$ cat src/rtl/instruction_fetch_pkg.sv
// Shared definitions for the fetch stage: widths, reset vector and state encoding.
package instruction_fetch_pkg;

  localparam int IF_ADDR_W = 8;
  localparam int IF_DATA_W = 8;
  localparam logic [IF_ADDR_W-1:0] IF_RESET_VECTOR = 8'h00;

  // Encodings are fixed so the decoder side and debug tools agree on them.
  typedef enum logic [1:0] {
    S_IDLE  = 2'd0,
    S_FETCH = 2'd1,
    S_HOLD  = 2'd2,
    S_FLUSH = 2'd3
  } fetch_state_t;

endpackage

$ cat src/rtl/instruction_fetch_pc.sv
// Program counter: async reset to the reset vector, branch load beats increment.
import instruction_fetch_pkg::*;

module program_counter #(
  parameter int                ADDR_W       = IF_ADDR_W,
  parameter logic [ADDR_W-1:0] RESET_VECTOR = IF_RESET_VECTOR
) (
  input  logic              clk,
  input  logic              rst,
  input  logic              load,
  input  logic [ADDR_W-1:0] target,
  input  logic              inc,
  output logic [ADDR_W-1:0] pc
);

  // PC update; increment wraps modulo 2^ADDR_W.
  always_ff @(posedge clk or posedge rst) begin
    if (rst) begin
      pc <= RESET_VECTOR;
    end else if (load) begin
      pc <= target;
    end else if (inc) begin
      pc <= pc + ADDR_W'(1);
    end
  end

endmodule

$ cat src/rtl/instruction_fetch.sv
// Fetch stage: issues req/ack reads at the PC, latches the returned byte into the
// instruction register and hands it downstream with a valid/ready handshake.
// state | meaning
// IDLE  | not fetching (halted or just out of reset)
// FETCH | request outstanding at pc
// HOLD  | instr valid, waiting for the consumer
// FLUSH | branch arrived mid-request; finish the old read and drop its data
import instruction_fetch_pkg::*;

module instruction_fetch #(
  parameter int                ADDR_W       = IF_ADDR_W,
  parameter int                DATA_W       = IF_DATA_W,
  parameter logic [ADDR_W-1:0] RESET_VECTOR = IF_RESET_VECTOR
) (
  input  logic              clk,
  input  logic              rst,
  output logic              mem_req,
  output logic [ADDR_W-1:0] mem_addr,
  input  logic              mem_ack,
  input  logic [DATA_W-1:0] mem_rdata,
  output logic [DATA_W-1:0] instr,
  output logic [ADDR_W-1:0] instr_pc,
  output logic              instr_valid,
  input  logic              instr_ready,
  input  logic              branch_taken,
  input  logic [ADDR_W-1:0] branch_target,
  input  logic              halt,
  output logic [ADDR_W-1:0] pc
);

  fetch_state_t      state, next_state;
  logic [ADDR_W-1:0] flush_addr;
  logic              fetch_done;

  // A fetch only completes when no branch overrides it in the same cycle.
  assign fetch_done = (state == S_FETCH) && mem_ack && !branch_taken;

  program_counter #(
    .ADDR_W       (ADDR_W),
    .RESET_VECTOR (RESET_VECTOR)
  ) u_pc (
    .clk    (clk),
    .rst    (rst),
    .load   (branch_taken),
    .target (branch_target),
    .inc    (fetch_done),
    .pc     (pc)
  );

  // State register.
  always_ff @(posedge clk or posedge rst) begin
    if (rst) begin
      state <= S_IDLE;
    end else begin
      state <= next_state;
    end
  end

  // Next-state logic; branch has priority over every other event.
  always_comb begin
    next_state = state;
    case (state)
      S_IDLE: begin
        if (branch_taken || !halt) next_state = S_FETCH;
      end
      S_FETCH: begin
        if (branch_taken)  next_state = mem_ack ? S_FETCH : S_FLUSH;
        else if (mem_ack)  next_state = S_HOLD;
      end
      S_HOLD: begin
        if (branch_taken)     next_state = S_FETCH;
        else if (instr_ready) next_state = halt ? S_IDLE : S_FETCH;
      end
      S_FLUSH: begin
        if (branch_taken)  next_state = S_FLUSH;
        else if (mem_ack)  next_state = S_FETCH;
      end
      default: next_state = S_IDLE;
    endcase
  end

  // Instruction register, valid flag and the address frozen for a flushed read.
  always_ff @(posedge clk or posedge rst) begin
    if (rst) begin
      instr       <= '0;
      instr_pc    <= '0;
      instr_valid <= 1'b0;
      flush_addr  <= '0;
    end else begin
      if (branch_taken) begin
        instr_valid <= 1'b0;
      end else if (fetch_done) begin
        instr       <= mem_rdata;
        instr_pc    <= pc;
        instr_valid <= 1'b1;
      end else if ((state == S_HOLD) && instr_ready) begin
        instr_valid <= 1'b0;
      end
      // pc moves to the target immediately, so the outstanding address is kept here.
      if ((state == S_FETCH) && branch_taken && !mem_ack) begin
        flush_addr <= pc;
      end
    end
  end

  assign mem_req  = (state == S_FETCH) || (state == S_FLUSH);
  assign mem_addr = (state == S_FLUSH) ? flush_addr : pc;

endmodule
$ cat config.mk
export PLATFORM = sky130hd
export DESIGN_NAME = instruction_fetch
export DESIGN_NICKNAME = d
export VERILOG_FILES = /design/src/rtl/instruction_fetch_pkg.sv /design/src/rtl/instruction_fetch_pc.sv /design/src/rtl/instruction_fetch.sv
export SDC_FILE = /design/constraint.sdc
export NUM_CORES = 1
export LEC_CHECK = 0
export CORE_UTILIZATION = 37
export DETAILED_ROUTE_END_ITERATION = 16
export GPL_TIMING_DRIVEN = 0
export HOLD_SLACK_MARGIN = 0.15
export PLACE_DENSITY = 0.67
export RECOVER_POWER = 100
export SYNTH_ARGS = -nofsm -noshare
export SYNTH_HDL_FRONTEND = slang
export SYNTH_SLANG_ARGS = --single-unit
$ cat constraint.sdc
create_clock -name clk -period 1.8 [get_ports clk]
set_input_delay 0.36 -clock clk [delete_from_list [all_inputs] [get_ports clk]]
set_output_delay 0.36 -clock clk [all_outputs]
set_load 0.1 [all_outputs]
==> reports/metrics.csv <==
metric;value;unit
MUX share of area;0.249;
yosys warns;0;
most frequent cell after synthesis;dfrtp_1;
# IOs;56;
status;completed;
first-pass GRT wire length;6070;µm
Worst Setup End Kind;primary output;
Syn Area/Cell;12.8;µm²
Synth Area in Simple Gates;0.0932;
Crit path required time;1.44;ns
Synth cell types;32;
Syn Nets;154;
clk root buf;clkbuf_8;
clk_lat worst skew;0.28;ns
min-delay worst type;flop to flop;
antenna violations before repair;0;
initial DRC count;32;
CTS buffer count;5;
Commonest Layout Cell;dfrtp_1;
Commonest flop;dfrtp_1;
Yosys top cell area share;0.522;
Rows;24;
layout cells sized above 1;0.424;
Port Buffers;55;
drt total wl;3790;µm
biggest area cells;dfrtp_1, mux2_2, mux2_4, nand2_1, xnor2_1;
synth cell count leaders;dfrtp_1, mux2_2, nand2_1;
CP arrival;1.42;ns
fmax;562;MHz
Final Skew;0.00686;ns
YS chip area;0.00168;mm²
# Cells Yosys;131;
FFs w/ async S/R, synth;1.00;
Slew Limit Fails;0;
Core Area;0.00435;mm²
Post-synth EDFFs;0;
clock slew at reported path FFs;0.07;ns
post-route ant nets;0;
gr usage total;0.164;
worst hold path cell count;1;
critical path class;flop to primary output;
Pre-Place Util;0.385;
CP max FO;8;
unrepaired setup endpoints after global routing;true;
xor and xnor area share after synthesis;0.0365;
worst slew pin tran;0.735;ns
Reg-to-Reg Start;state[0]$_DFFE_PP0P_;
nets@finish;220;
Slew HR;0.510;
post-DP HPWL;2680;µm
worst hold start;instr[3]$_DFFE_PP0P_;
FF-to-FF path depth;7;
ANT cells;0;
Critical Path End;mem_addr[2];
H-Tree Level Count;2;
yosys adder share;0.00746;
vias in the first global route;1149;
# DRC;0;
yosys aoi share;0.0500;
Crit. Startpoint;state[0]$_DFFE_PP0P_;
Final min period;1.78;ns
Startpoint Class;flop;
Final Hold Vio Count;0;
clock buffer depth;2;
Critical R2R Capture;u_pc.pc[7]$_DFFE_PP0P_;
pin count of the biggest net entering global routing;36;
Worst Setup Slack post-DPL;-0.842;ns
most numerous logic cells after layout;dfrtp_1, clkdlybuf4s15_2, clkdlybuf4s50_1, mux2_4, nand2_1;
die height;69.3;µm
hold buffers post-CTS;0;
total gr overflow;0;
cell taking the most area after synthesis;dfrtp_1;
final worst slack;0.0208;ns
CTS tree;built;
Seq/Total Area, Yosys;0.522;
clock tree sinks;35;
Yosys reg bits;35;
-- flip-flops by register name, summed over array words and instances (netlist names) --
register     cells
state            2
instr            8
u_pc.pc          8
instr_pc         8
instr_valid      1
flush_addr       8
-- area by class of cell --
class | count | area [µm²]
fill | 356 | 1790
sequential | 35 | 877
multi-input combinational | 85 | 768
timing repair buffer | 59 | 687
clock buffer | 8 | 100
tap | 52 | 65.1
buffer | 8 | 58.8
inverter | 3 | 11.3
-- critical path, cell delays in order, from the launching register on --
cell and delay, ns:
dfrtp_1 0.39, buf_6 0.14, nand2_8 0.11, mux2_4 0.33
buf_12 0.17
-- per-stage QoR --
stage | cells | hold slack, ns | instance area, µm² | utilization | TNS (ns)
floorplan | 131 | 0.444 | 1690 | - | 0
global placement | 238 | 0.470 | 2300 | 0.529 | -15.50
detailed placement | 238 | 0.477 | 2300 | 0.529 | -19.56
CTS | 247 | 0.492 | 2530 | 0.582 | -0.149
global route | 250 | 0.514 | 2570 | 0.590 | -0.284
finish | 250 | 0.486 | 2570 | 0.590 | 0
-- timing repair --
| action | CTS | global route |
|---|---|---|
| resized | 157 | 9 |
| setup buffers | 1 | 3 |
| endpoints found under the setup margin | 34 | 8 |
| gates cloned | 0 | 0 |
| pin swaps | 1 | 0 |
-- per-layer routing --
metal / track usage / wire (µm) / up-vias
met4: 0.0476 / 40 / 0
met1: 0.219 / 1760 / 595
met5: 0 / 0 / -
li1: - / - / 586
met3: 0.0451 / 112 / 5
met2: 0.260 / 1880 / 29
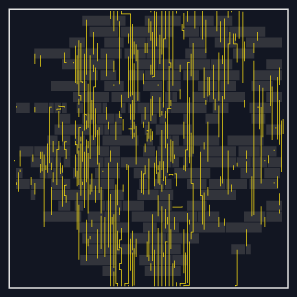
(images/m2.png)
Scale: 4 px per µm.
nets with wire on the layer: 194
share of all routed wire: 49%
wire length on this layer: 1880 µm
longest straight run: 38.4 µm

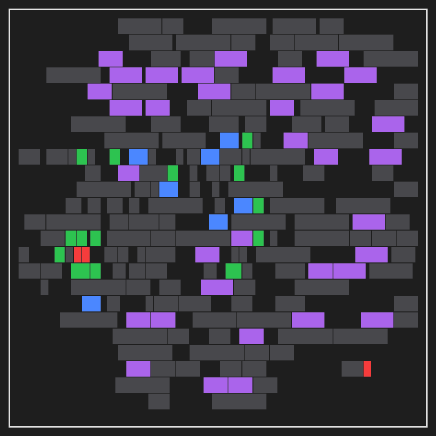
(images/gates.png)
Scale: 6 px per µm.
[red] inv cells | cells: 3 | most used: inv_2
[green] aoi and oai cells | cells: 14 | most used: o21ai_0
[purple] mux cells | cells: 34 | most used: mux2_4
[blue] xor and xnor cells | cells: 7 | most used: xnor2_1 | where: center

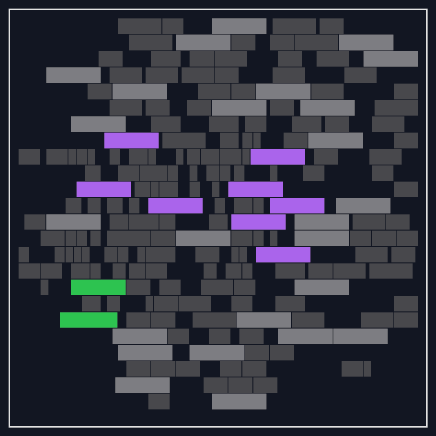
(images/ff_map.png)
Scale: 6 px per µm.
[purple] u_pc.pc | flops: 8
[green] state | flops: 2
not colored: 25
Final Util: 0.590
FF+latch area: 877 µm²

